Figure 1. Wiring heat map (run 1).
Drawn at 4 px/µm. The die is cut into 15 by 15 equal tiles; dark purple is low, yellow is high, scaled to the fullest tile. Values are wire area over tile area, all layers added.
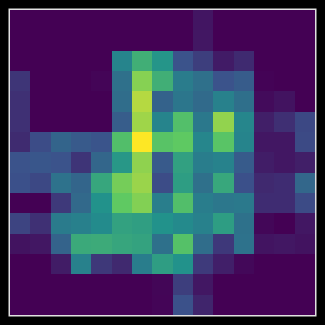
Figure 2. Gate-type map (run 1).
Drawn at 4 px/µm.
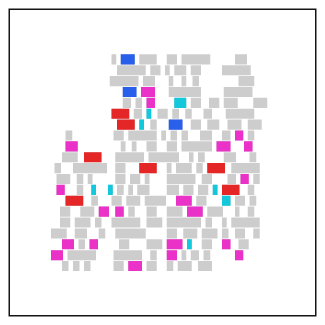
Figure 3. Cell placement (run 1).
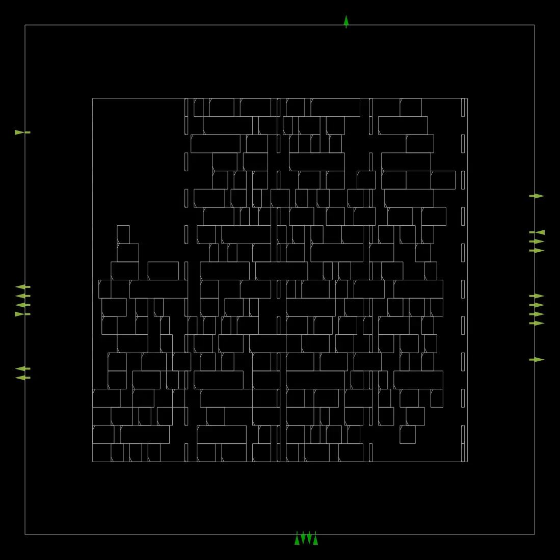
Figure 4. Layout detail (run 1).
Region (23, 23) to (53, 53) µm. Cells in gray, sequential cells in the stronger gray; small squares are vias.
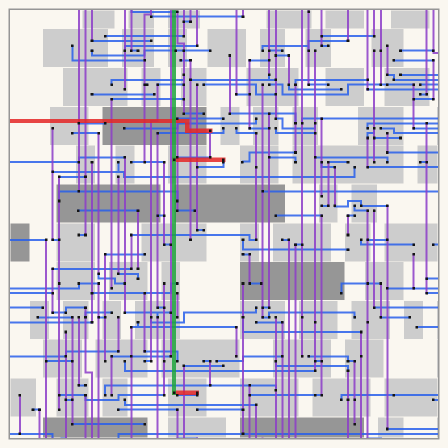
===== src/rtl/fs_accel_pool_ctrl_if.sv =====
// Control/handshake bundle between fs_accel_pool_ctrl (master) and the
// pixel source, pooled-output sink and fs_accel_pool datapath (slave side).
interface fs_accel_pool_ctrl_if;
  logic       start;
  logic       in_valid;
  logic       in_ready;
  logic       buf_enb;
  logic       mpbuf_ld_wrn;
  logic       cp_enb;
  logic [3:0] sel_demux;
  logic [3:0] sel_mux;
  logic       cp_clr;
  logic       out_valid;
  logic       out_ready;
  logic       busy;
  logic       done;

  modport master (
    input  start, in_valid, out_ready,
    output in_ready, buf_enb, mpbuf_ld_wrn, cp_enb, sel_demux, sel_mux,
           cp_clr, out_valid, busy, done
  );

  modport slave (
    output start, in_valid, out_ready,
    input  in_ready, buf_enb, mpbuf_ld_wrn, cp_enb, sel_demux, sel_mux,
           cp_clr, out_valid, busy, done
  );
endinterface


===== src/rtl/fs_accel_pool_ctrl.sv =====
// 2x2 stride-2 max-pool sequencer: LOAD/FOLD per pixel, DRAIN after each row pair.
// Define FS_ACCEL_POOL_CTRL_OVERLAP_EN to accept a new pixel during FOLD (1 pixel/cycle).
module fs_accel_pool_ctrl #(
  parameter int IN_W = 26,
  parameter int IN_H = 26
) (
  input  logic                 clk,
  input  logic                 reset,
  fs_accel_pool_ctrl_if.master bus
);

  localparam int OUT_W  = IN_W / 2;
  localparam int COL_W  = $clog2(IN_W);
  localparam int ROW_W  = $clog2(IN_H);
  localparam int OCNT_W = $clog2(OUT_W + 1);

  localparam logic [COL_W-1:0]  COL_LAST  = COL_W'(IN_W - 1);
  localparam logic [ROW_W-1:0]  ROW_LAST  = ROW_W'(IN_H - 1);
  localparam logic [OCNT_W-1:0] OCNT_LAST = OCNT_W'(OUT_W - 1);

  typedef enum logic [2:0] {
    S_IDLE,
    S_LOAD,
    S_FOLD,
    S_DRAIN,
    S_CLR
  } state_t;

  state_t              state_q, state_d;
  logic [COL_W-1:0]    col_q,   col_d;
  logic [ROW_W-1:0]    row_q,   row_d;
  logic [OCNT_W-1:0]   ocnt_q,  ocnt_d;
  logic                done_q,  done_d;

  always_ff @(posedge clk) begin
    if (reset) begin
      state_q <= S_IDLE;
      col_q   <= '0;
      row_q   <= '0;
      ocnt_q  <= '0;
      done_q  <= 1'b0;
    end else begin
      state_q <= state_d;
      col_q   <= col_d;
      row_q   <= row_d;
      ocnt_q  <= ocnt_d;
      done_q  <= done_d;
    end
  end

  always_comb begin
    state_d = state_q;
    col_d   = col_q;
    row_d   = row_q;
    ocnt_d  = ocnt_q;
    done_d  = 1'b0;

    bus.in_ready     = 1'b0;
    bus.buf_enb      = 1'b0;
    bus.mpbuf_ld_wrn = 1'b0;
    bus.cp_enb       = 1'b0;
    bus.sel_demux    = '0;
    bus.sel_mux      = '0;
    bus.cp_clr       = 1'b0;
    bus.out_valid    = 1'b0;
    bus.busy         = (state_q != S_IDLE);
    bus.done         = done_q;

    unique case (state_q)
      S_IDLE: begin
        if (bus.start) state_d = S_LOAD;
      end

      S_LOAD: begin
        bus.in_ready = 1'b1;
        if (bus.in_valid) begin
          bus.buf_enb      = 1'b1;
          bus.mpbuf_ld_wrn = 1'b1;
          state_d          = S_FOLD;
        end
      end

      S_FOLD: begin
        bus.buf_enb   = 1'b1;
        bus.cp_enb    = 1'b1;
        bus.sel_demux = 4'(col_q >> 1);
        if (col_q == COL_LAST) begin
          col_d = '0;
          if (row_q[0]) begin
            state_d = S_DRAIN;
          end else begin
            row_d   = row_q + ROW_W'(1);
            state_d = S_LOAD;
          end
        end else begin
          col_d   = col_q + COL_W'(1);
          state_d = S_LOAD;
        end
`ifdef FS_ACCEL_POOL_CTRL_OVERLAP_EN
        // The last fold of a row pair must not accept a pixel: the comparators drain first.
        if (!(col_q == COL_LAST && row_q[0])) begin
          bus.in_ready = 1'b1;
          if (bus.in_valid) begin
            bus.mpbuf_ld_wrn = 1'b1;
            state_d          = S_FOLD;
          end
        end
`endif
      end

      S_DRAIN: begin
        bus.out_valid = 1'b1;
        bus.sel_mux   = 4'(ocnt_q);
        if (bus.out_ready) begin
          if (ocnt_q == OCNT_LAST) begin
            ocnt_d  = '0;
            state_d = S_CLR;
          end else begin
            ocnt_d = ocnt_q + OCNT_W'(1);
          end
        end
      end

      S_CLR: begin
        bus.cp_clr = 1'b1;
        if (row_q == ROW_LAST) begin
          row_d   = '0;
          done_d  = 1'b1;
          state_d = S_IDLE;
        end else begin
          row_d   = row_q + ROW_W'(1);
          state_d = S_LOAD;
        end
      end

      default: state_d = S_IDLE;
    endcase
  end

endmodule


===== src/flat_wrapper.sv =====
// flat-port wrapper written by rule: the top's interface ports become plain ports
module fs_accel_pool_ctrl_flat 
#(
  parameter int IN_W = 26,
  parameter int IN_H = 26
)
  (clk, reset, bus_start, bus_in_valid, bus_out_ready, bus_in_ready, bus_buf_enb, bus_mpbuf_ld_wrn, bus_cp_enb, bus_sel_demux, bus_sel_mux, bus_cp_clr, bus_out_valid, bus_busy, bus_done);
  fs_accel_pool_ctrl_if bus_i ();
  input  logic clk;
  input  logic reset;
  input wire logic [$bits(bus_i.start)-1:0] bus_start;
  input wire logic [$bits(bus_i.in_valid)-1:0] bus_in_valid;
  input wire logic [$bits(bus_i.out_ready)-1:0] bus_out_ready;
  output wire logic [$bits(bus_i.in_ready)-1:0] bus_in_ready;
  output wire logic [$bits(bus_i.buf_enb)-1:0] bus_buf_enb;
  output wire logic [$bits(bus_i.mpbuf_ld_wrn)-1:0] bus_mpbuf_ld_wrn;
  output wire logic [$bits(bus_i.cp_enb)-1:0] bus_cp_enb;
  output wire logic [$bits(bus_i.sel_demux)-1:0] bus_sel_demux;
  output wire logic [$bits(bus_i.sel_mux)-1:0] bus_sel_mux;
  output wire logic [$bits(bus_i.cp_clr)-1:0] bus_cp_clr;
  output wire logic [$bits(bus_i.out_valid)-1:0] bus_out_valid;
  output wire logic [$bits(bus_i.busy)-1:0] bus_busy;
  output wire logic [$bits(bus_i.done)-1:0] bus_done;
  assign bus_i.start = bus_start;
  assign bus_i.in_valid = bus_in_valid;
  assign bus_i.out_ready = bus_out_ready;
  assign bus_in_ready = bus_i.in_ready;
  assign bus_buf_enb = bus_i.buf_enb;
  assign bus_mpbuf_ld_wrn = bus_i.mpbuf_ld_wrn;
  assign bus_cp_enb = bus_i.cp_enb;
  assign bus_sel_demux = bus_i.sel_demux;
  assign bus_sel_mux = bus_i.sel_mux;
  assign bus_cp_clr = bus_i.cp_clr;
  assign bus_out_valid = bus_i.out_valid;
  assign bus_busy = bus_i.busy;
  assign bus_done = bus_i.done;
  fs_accel_pool_ctrl #(.IN_W(IN_W), .IN_H(IN_H)) u_core (.clk(clk), .reset(reset), .bus(bus_i));
endmodule

===== config.mk =====
export PLATFORM = sky130hd
export DESIGN_NAME = fs_accel_pool_ctrl_flat
export DESIGN_NICKNAME = d
export VERILOG_FILES = /design/src/rtl/fs_accel_pool_ctrl_if.sv /design/src/rtl/fs_accel_pool_ctrl.sv /design/src/flat_wrapper.sv
export SDC_FILE = /design/constraint.sdc
export NUM_CORES = 1
export LEC_CHECK = 0
export CELL_PAD_IN_SITES_DETAIL_PLACEMENT = 1
export CELL_PAD_IN_SITES_GLOBAL_PLACEMENT = 1
export CORE_MARGIN = 10
export CORE_UTILIZATION = 34
export DETAILED_ROUTE_END_ITERATION = 10
export PLACE_DENSITY = 0.83
export SLEW_MARGIN = 30
export SYNTH_ARGS = -nofsm -noshare
export SYNTH_HDL_FRONTEND = slang
export SYNTH_SLANG_ARGS = --single-unit

===== constraint.sdc =====
create_clock -name clk -period 1.6 [get_ports clk]
set_input_delay 0.24 -clock clk [delete_from_list [all_inputs] [get_ports clk]]
set_output_delay 0.24 -clock clk [all_outputs]
set_load 0.01 [all_outputs]

==> results.sh, run 1 <==
# yosys + openroad results
export IMPL_cp_startpoint="u_core.state_q[2]"
export IMPL_yosysWarnings=0
export IMPL_cts_buffer_depth=2
export IMPL_combinationalPowerShare_pct=16.3
export IMPL_logic_area_um2=706
export IMPL_fmax_mhz=598
export IMPL_setup_tns_ps=-508
export IMPL_drive_gt1_share_pct=41.0
export IMPL_clkTransAtPathRegs_ps=110
export IMPL_setup_viol=8
export IMPL_pwr_share_clk_pct=28.8
export IMPL_postRouteAntennaNets=0
export IMPL_pwr_share_seq_pct=54.9
export IMPL_wl_per_cell_um=15.8
export IMPL_avgViaCountPerCell=5.09
export IMPL_switching_share_pct=26.3
export IMPL_crit_buf_inv=2
export IMPL_core_area_mm2=0.00305
export IMPL_r2r_start="u_core.state_q[2]"
export IMPL_hold_viol=0
export IMPL_violations="negative setup slack"
export IMPL_relSlewSlack_pct=80.6
export IMPL_setup_ws_ps=-73.1
export IMPL_crit_end="bus_buf_enb"
export IMPL_wl_mm=3.42
export IMPL_dr_pass1_iters=4
export IMPL_combAreaFraction_pct=44.5
export IMPL_tap_cells=44
export IMPL_peakVddDrop_mv=0.249
export IMPL_period_used_pct=105
export IMPL_clkCellAreaFrac_pct=1.42
export IMPL_synth_area_top_cells="dfxtp_1 33%, ha_1 8.1%, a21oi_1 5.1%"
export IMPL_status="finished with violations"
export IMPL_dpl_hpwl_mm=2.53
Notes on Figure 1 above:
- nearly empty tiles: 39%
- fullest tile: 0.41
- tiles over half the peak: 16%
- emptiest ninth of the die: upper left

Notes on Figure 2 above:
- adder and majority cells: red (cells 7; most used ha_1)
- inverters: cyan (cells 8; most used inv_1)
- AND-OR and OR-AND gates: blue (cells 3; most used a32o_1)
- AND and OR gates: magenta (cells 20; most used and2_1)

Notes on Figure 3 above:
seq_cells: 18
Finished Core Util: 52.0%
row cnt: 20

Notes on Figure 4 above:
- met4: green
- met2: purple
- met3: red
- met1: blue
- cells with their middle in the window: 63
- sequential cells in the window: 6
- netlist names of flops here include: `u_core.row_q` (2), `u_core.state_q` (2)
- most frequent: buf_4 (11)

==> run 1: cell usage after synthesis (all sizes together) <==
cell type  instances
nor3               8
or3b               2
or3                2
a21oi             11
or4                1
a311oi             3
and3b              1
nand3              4
nand4              2
or2                1
nor3b              1
a311o              1
a211oi             1
ha                 7
inv                7
a32oi              1
o31ai              3
xor2               2
a32o               2
a2bb2oi            1
clkinv             1
mux2i              1
and3               2
and2               8
nor2b              3
and4b              2
a31oi              1
nand2              5
dfxtp             18
o21ai              4
buf                3
nor2              10
and2b              1
clkbuf             2
nand4b             3
==> run 1: cell families after synthesis <==
group | synth area share (%)
mux | 0.930
flops | 33.5
xor+xnor | 1.63
fa+ha+maj | 8.14
buf+inv | 6.74
simple gates | 30.1
compound gates | 19.0
==> run 1: timing repair <==
action                                  CTS  global route
buffers inserted                          6             1
endpoints found under the setup margin   19            20
pin swaps                                 7             3
hold buffers                              0             0
endpoints found under the hold margin     0             0
resized                                  78             9
==> run 1: how the worst min path moves through the flow <==
stage                      from           endpoint  slack (ps)  cells after the start
4_1_cts               bus_start  u_core.state_q[0]         520                      3
5_1_grt        u_core.ocnt_q[1]   u_core.ocnt_q[1]         530                      2
6_report       u_core.ocnt_q[1]   u_core.ocnt_q[1]         510                      2
3_3_place_gp    u_core.row_q[4]    u_core.row_q[4]         500                      1
2_1_floorplan     bus_out_ready   u_core.ocnt_q[1]         400                      2
3_5_place_dp   u_core.ocnt_q[1]   u_core.ocnt_q[1]         510                      2
==> run 1: sequential cells by signal (all words and copies together) (netlist names) <==
register	count
u_core.bus.done	1
u_core.ocnt_q	4
u_core.row_q	5
u_core.state_q	3
u_core.col_q	5
==> run 1: worst reg2reg max path: cells and delay by family (launching register included) <==
family,cells,cell delay [ps]
flops,1,360
buf+inv,3,320
compound gates,1,140
simple gates,3,760
==> run 1: routing by layer <==
layer | track usage (%) | vias to the layer above | part of all wire [%]
li1 | - | 551 | -
met1 | 13.2 | 530 | 44
met2 | 21.7 | 19 | 51
met3 | 2.59 | 5 | 3.2
met4 | 3.90 | 0 | 1.5
met5 | 0 | - | 0
==> run 1: power by group through the flow <==
stage	logic, W	registers, W	clock network (W)
6_report	0.000136	0.000457	0.000240
5_1_grt	0.000147	0.000458	0.000265
3_5_place_dp	0.000126	0.000468	0
2_1_floorplan	0.0000496	0.000469	0
3_3_place_gp	0.000121	0.000467	0
4_1_cts	0.000128	0.000459	0.000246
==> run 1: stage by stage <==
| stage | power [W] | std cells | instance area [µm²] | utilization [%] | hold WS, ps |
|---|---|---|---|---|---|
| after detailed placement | 0.000594 | 208 | 1490 | 48.8 | 508 |
| after global placement | 0.000588 | 208 | 1490 | 48.8 | 496 |
| after CTS | 0.000833 | 216 | 1550 | 50.8 | 517 |
| after global routing | 0.000870 | 217 | 1590 | 52.0 | 532 |
| final | 0.000832 | 217 | 1590 | 52.0 | 508 |
| after floorplan | 0.000519 | 125 | 1090 | - | 400 |
Figure 5. Metal layers overlaid (run 1).
Drawn at 4 px/µm. Only two layers are drawn.
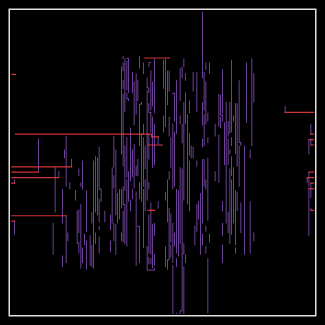

==> run 1 -> run 2 <==
SETUP_SLACK_MARGIN = 0.2   (was default)
Figure 6. Metal layers overlaid (run 2).
Drawn at 4 px/µm. Only two layers are drawn.
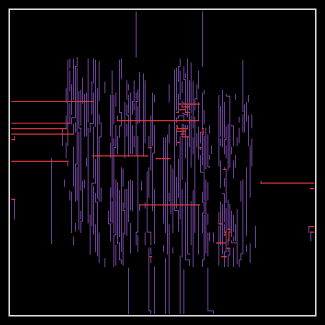
- met2: purple (wire length 2260 µm)
- met3: red (wire length 174 µm)

Figure 7. Cell placement (run 2).
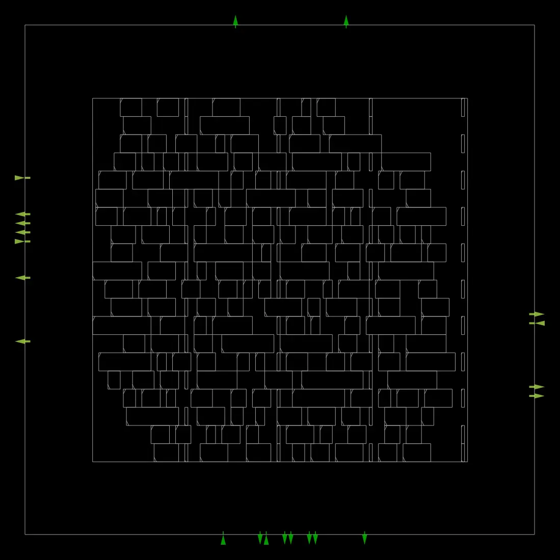
filler instances: 358
sequential share of cell area: 21.1%

Figure 8. Wiring heat map (run 2).
Drawn at 4 px/µm. The die is cut into 15 by 15 equal tiles; dark purple is low, yellow is high, scaled to the fullest tile. Values are wire area over tile area, all layers added.
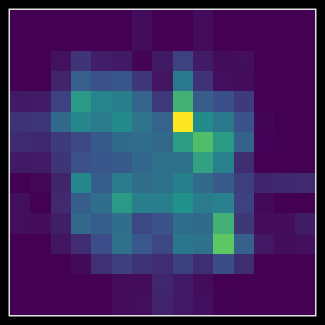
via count: 1213
routed length per instance: 18.5 µm
GRT Util Overall: 12.4%
final WL: 4.06 mm

==> results.sh, run 2 <==
# yosys + openroad results
export IMPL_status="finished with violations"
export IMPL_violations="negative setup slack"
export IMPL_yosysMostFrequentCell="dfxtp_1"
export IMPL_setup_viol=11
export IMPL_dr_pass1_iters=4
export IMPL_r2r_start="u_core.state_q[2]"
export IMPL_dpl_instance_area_mm2=0.00147
export IMPL_cts_tree="yes"
export IMPL_dpl_hpwl_mm=2.63
export IMPL_hold_viol=0
export IMPL_cts_buffer_depth=2
export IMPL_reg2reg_to="u_core.ocnt_q[3]"
export IMPL_critPathKind="reg2reg"
export IMPL_core_area_mm2=0.00305
export IMPL_top_cells_by_count="18 x dfxtp_1, 11 x a21oi_1, 10 x nor2_1"
export IMPL_relSlewSlack_pct=81.4
export IMPL_num_rows=20
export IMPL_postLayoutCellArea_mm2=0.00177
export IMPL_layout_top_cells="27 x buf_4, 15 x buf_6, 11 x dfxtp_1, 8 x a21oi_1"
export IMPL_cp_startpoint="u_core.state_q[2]"
export IMPL_peakVddDrop_mv=0.358
export IMPL_fin_hold_ws_ps=529
export IMPL_period_used_pct=105
export IMPL_fin_util_pct=58.0
export IMPL_clkTransAtPathRegs_ps=100
export IMPL_grt_pass1_vias=1266
export IMPL_logic_area_um2=815
export IMPL_crit_end="u_core.ocnt_q[3]"
export IMPL_combinationalPowerShare_pct=16.8
export IMPL_setup_tns_ps=-426
export IMPL_synthArstFlopShare_pct=0
export IMPL_switching_share_pct=27.2
export IMPL_avgViaCountPerCell=5.51
export IMPL_top_regs="u_core.col_q (5), u_core.row_q (5), u_core.ocnt_q (4)"
export IMPL_synth_edff_count=0
export IMPL_ff_type="dfxtp_1"
export IMPL_setup_ws_ps=-82.4
export IMPL_drive_gt1_share_pct=55.7
export IMPL_synth_area_top_cells="dfxtp_1 33%, ha_1 8.1%, a21oi_1 5.1%"
export IMPL_min_path_cells=3
export IMPL_power_density_mw_per_mm2=474
-- run 2: final cells by class --
type | instances | area share, %
flip-flops and latches | 18 | 21.1
well taps | 44 | 3.11
clock buffers | 3 | 1.27
inverters | 8 | 2.54
multi-input cells | 94 | 46.0
repair buffers | 53 | 26.0
-- run 2: worst min path at each step --
stage	start	slack, ps	to
2_1_floorplan	bus_out_ready	400	u_core.ocnt_q[1]
3_3_place_gp	u_core.ocnt_q[2]	500	u_core.ocnt_q[2]
3_5_place_dp	u_core.ocnt_q[2]	500	u_core.ocnt_q[2]
4_1_cts	bus_start	520	u_core.state_q[0]
5_1_grt	bus_start	560	u_core.state_q[0]
6_report	bus_start	530	u_core.state_q[0]
-- run 2: kinds of logic (layout without fill, tap and decap cells) --
logic type                 Yosys count  after routing  share of synthesized area, %
AOI/OAI and AO/OA                   28             28                          19.0
xor gates and xnor gates             2              2                          1.63
adders and majority gates            7              7                          8.14
buffers and inverters               13             64                          6.74
DFF                                 18             18                          33.5
muxes                                1              1                         0.930
and+or+nand+nor                     56             56                          30.1
-- run 2: per-layer routing --
metal	track usage [%]	part of all wire [%]	vias to the layer above
met3	3.77	4.3	23
met2	23.6	56	43
met5	0	0	-
met1	12.6	37	592
li1	-	-	555
met4	3.35	3.3	0
-- run 2: worst max-delay path, cell delays in order (launching register included) --
cell	delay (ps)
dfxtp_4	380
buf_6	110
and3b_2	320
buf_4	150
nand3_2	80
or4_4	430
a21oi_2	150
-- run 2: power by group through the flow --
stage	registers, W	clock network (W)	logic (W)
finish	0.000457	0.000242	0.000141
detailed placement	0.000469	0	0.000122
global placement	0.000468	0	0.000115
CTS	0.000456	0.000246	0.000130
floorplan	0.000469	0	0.0000495
global route	0.000458	0.000259	0.000151
-- run 2: through the flow --
stage | power, W | worst slack, ps | std cells
6_report | 0.000840 | -82.4 | 220
5_1_grt | 0.000868 | -135 | 220
4_1_cts | 0.000832 | -85.5 | 214
3_5_place_dp | 0.000590 | -235 | 204
3_3_place_gp | 0.000583 | -175 | 204
2_1_floorplan | 0.000519 | 27.9 | 125
-- run 2: repair_timing --
item,in CTS,in global routing
resized,92,38
setup buffers,7,6
pin swaps,15,10
hold buffers,0,0
setup endpoints to repair,30,33
Figure 9. Layout detail (run 2).
Region (23, 23) to (53, 53) µm. Cells in gray, sequential cells in the stronger gray; small squares are vias.
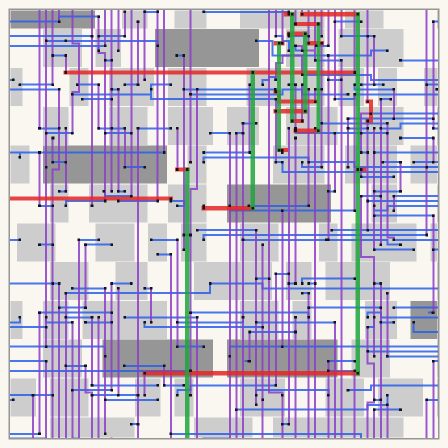

==> run 2 -> run 3 <==
CORE_UTILIZATION = 40   (was 34)
PLACE_DENSITY = 0.91   (was 0.83)
clock period = 2.11 ns   (was 1.6 ns; I/O delays follow)
Figure 10. Layout detail (run 3).
Region (21, 21) to (51, 51) µm. Cells in gray, sequential cells in the stronger gray; small squares are vias.
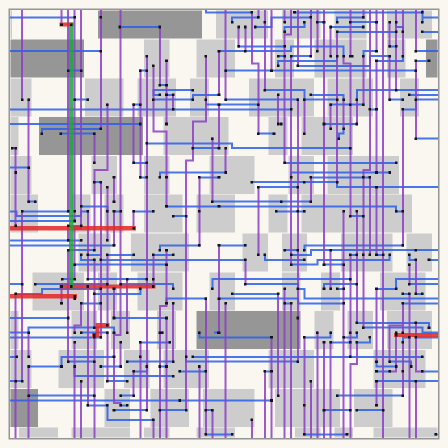

Figure 11. Gate-type map (run 3).
Drawn at 4 px/µm.
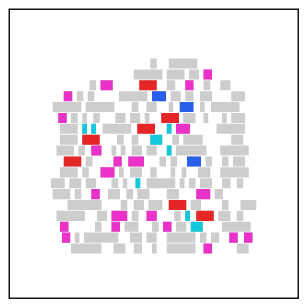
- inverters: cyan (cells 8; most used inv_1; where center)
- AND-OR and OR-AND gates: blue (cells 3; most used a32o_1)
- adder and majority cells: red (cells 7; most used ha_1; where center)
- AND and OR gates: magenta (cells 21; most used and2_1)

==> results.sh, run 3 <==
# yosys + openroad results
export IMPL_yosys_area_share_aoi_pct=19.0
export IMPL_r2r_start="u_core.state_q[2]"
export IMPL_setup_tns_ps=0
export IMPL_ys_sh_simple_pct=30.1
export IMPL_holdBufCountCts=0
export IMPL_xor_share_pct=1.63
export IMPL_wl_mm=3.23
export IMPL_hold_viol=0
export IMPL_top_cells_by_count="18 x dfxtp_1, 11 x a21oi_1, 10 x nor2_1"
export IMPL_peakVddDrop_mv=0.294
export IMPL_dpl_hpwl_mm=2.33
export IMPL_busiest_layer="met2"
export IMPL_avgViaCountPerCell=5.85
export IMPL_min_to="u_core.ocnt_q[1]"
export IMPL_track_usage_pct=12.4
export IMPL_min_from="u_core.ocnt_q[1]"
export IMPL_power_density_mw_per_mm2=431
export IMPL_fin_hold_ws_ps=525
export IMPL_wl_per_cell_um=17.6
export IMPL_vias=1070
export IMPL_globalRouteMet1Util_pct=12.9
export IMPL_status="complete, no violations"
export IMPL_ys_sh_mux_pct=0.930
export IMPL_layout_top_cells="15 x dfxtp_1, 11 x a21oi_1, 10 x nor2_1"
export IMPL_use_met3_pct=3.86
export IMPL_use_met2_pct=22.9
export IMPL_relSlewSlack_pct=72.5
export IMPL_fa_ha_area_share_pct=8.14
export IMPL_reg2reg_to="u_core.row_q[1]"
export IMPL_synthArstFlopShare_pct=0
Figure 12. Metal layers overlaid (run 3).
Drawn at 4 px/µm. Only two layers are drawn.
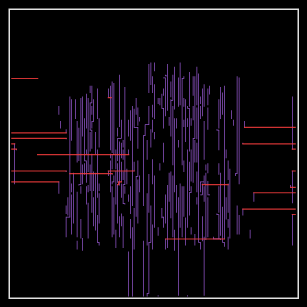
- met3: red (wire length 176 µm)
- met2: purple (wire length 1750 µm)

-- run 3: cell counts after synthesis --
Identical to the previous run, type by type.
-- run 3: where the power goes --
| part | total, W | internal, W | leakage, nW | switching (W) |
|---|---|---|---|---|
| Sequential | 0.000349 | 0.000343 | 0.147 | 0.00000604 |
| Combinational | 0.0000753 | 0.0000354 | 0.485 | 0.0000399 |
| Clock | 0.000173 | 0.0000663 | 0.0138 | 0.000107 |
| Total | 0.000597 | 0.000444 | 0.646 | 0.000152 |
-- run 3: stage by stage --
step / instances / worst slack [ps]
2_1_floorplan: 125 / 445
3_3_place_gp: 174 / 157
3_5_place_dp: 174 / 114
4_1_cts: 180 / 69.7
5_1_grt: 183 / 197
6_report: 183 / 262
-- run 3: worst max path at each step --
stage	slack, ps	from	end
finish	260	u_core.state_q[2]	bus_sel_demux[2]
global route	200	u_core.state_q[2]	bus_sel_demux[2]
CTS	70	u_core.state_q[1]	bus_sel_mux[3]
detailed placement	110	u_core.state_q[0]	bus_sel_demux[3]
global placement	160	bus_in_valid	bus_buf_enb
floorplan	440	u_core.state_q[2]	u_core.row_q[4]
-- run 3: cell families (layout without fill, tap and decap cells) --
| family | count (synthesis) | after routing |
|---|---|---|
| AND/OR/NAND/NOR | 56 | 57 |
| multiplexers | 1 | 1 |
| flip-flops | 18 | 18 |
| adder cells (fa/ha/maj) | 7 | 7 |
| XOR/XNOR | 2 | 2 |
| buffers and inverters | 13 | 40 |
| AND-OR/OR-AND | 28 | 28 |
-- run 3: cell type report --
type / count / area [µm²]
Clock buffer: 3 / 22.5
Multi-Input combinational cell: 95 / 662
Tap cell: 30 / 37.5
Inverter: 8 / 40.0
Sequential cell: 18 / 369
Timing Repair Buffer: 29 / 253
Fill cell: 328 / 1140
-- run 3: metal layers --
metal / wire length, µm / part of all wire (%) / vias to the layer above
li1: - / - / 513
met1: 1270 / 39 / 526
met2: 1750 / 54 / 27
met3: 176 / 5.5 / 4
met4: 37 / 1.1 / 0
met5: 0 / 0 / -
-- run 3: worst max-delay path, cell delays in order (launching register included) --
cell and delay (ps):
dfxtp_4 380, or3b_4 430, inv_6 90, and2_1 120
clkdlybuf4s15_2 220
-- run 3: timing repair --
action | CTS | global route
buffers inserted | 2 | 3
gates cloned | 1 | 0
endpoints found under the setup margin | 15 | 12
pin swaps | 1 | 0
gates resized | 21 | 15
No activity file was given, so power comes from the tool's default toggle rates.
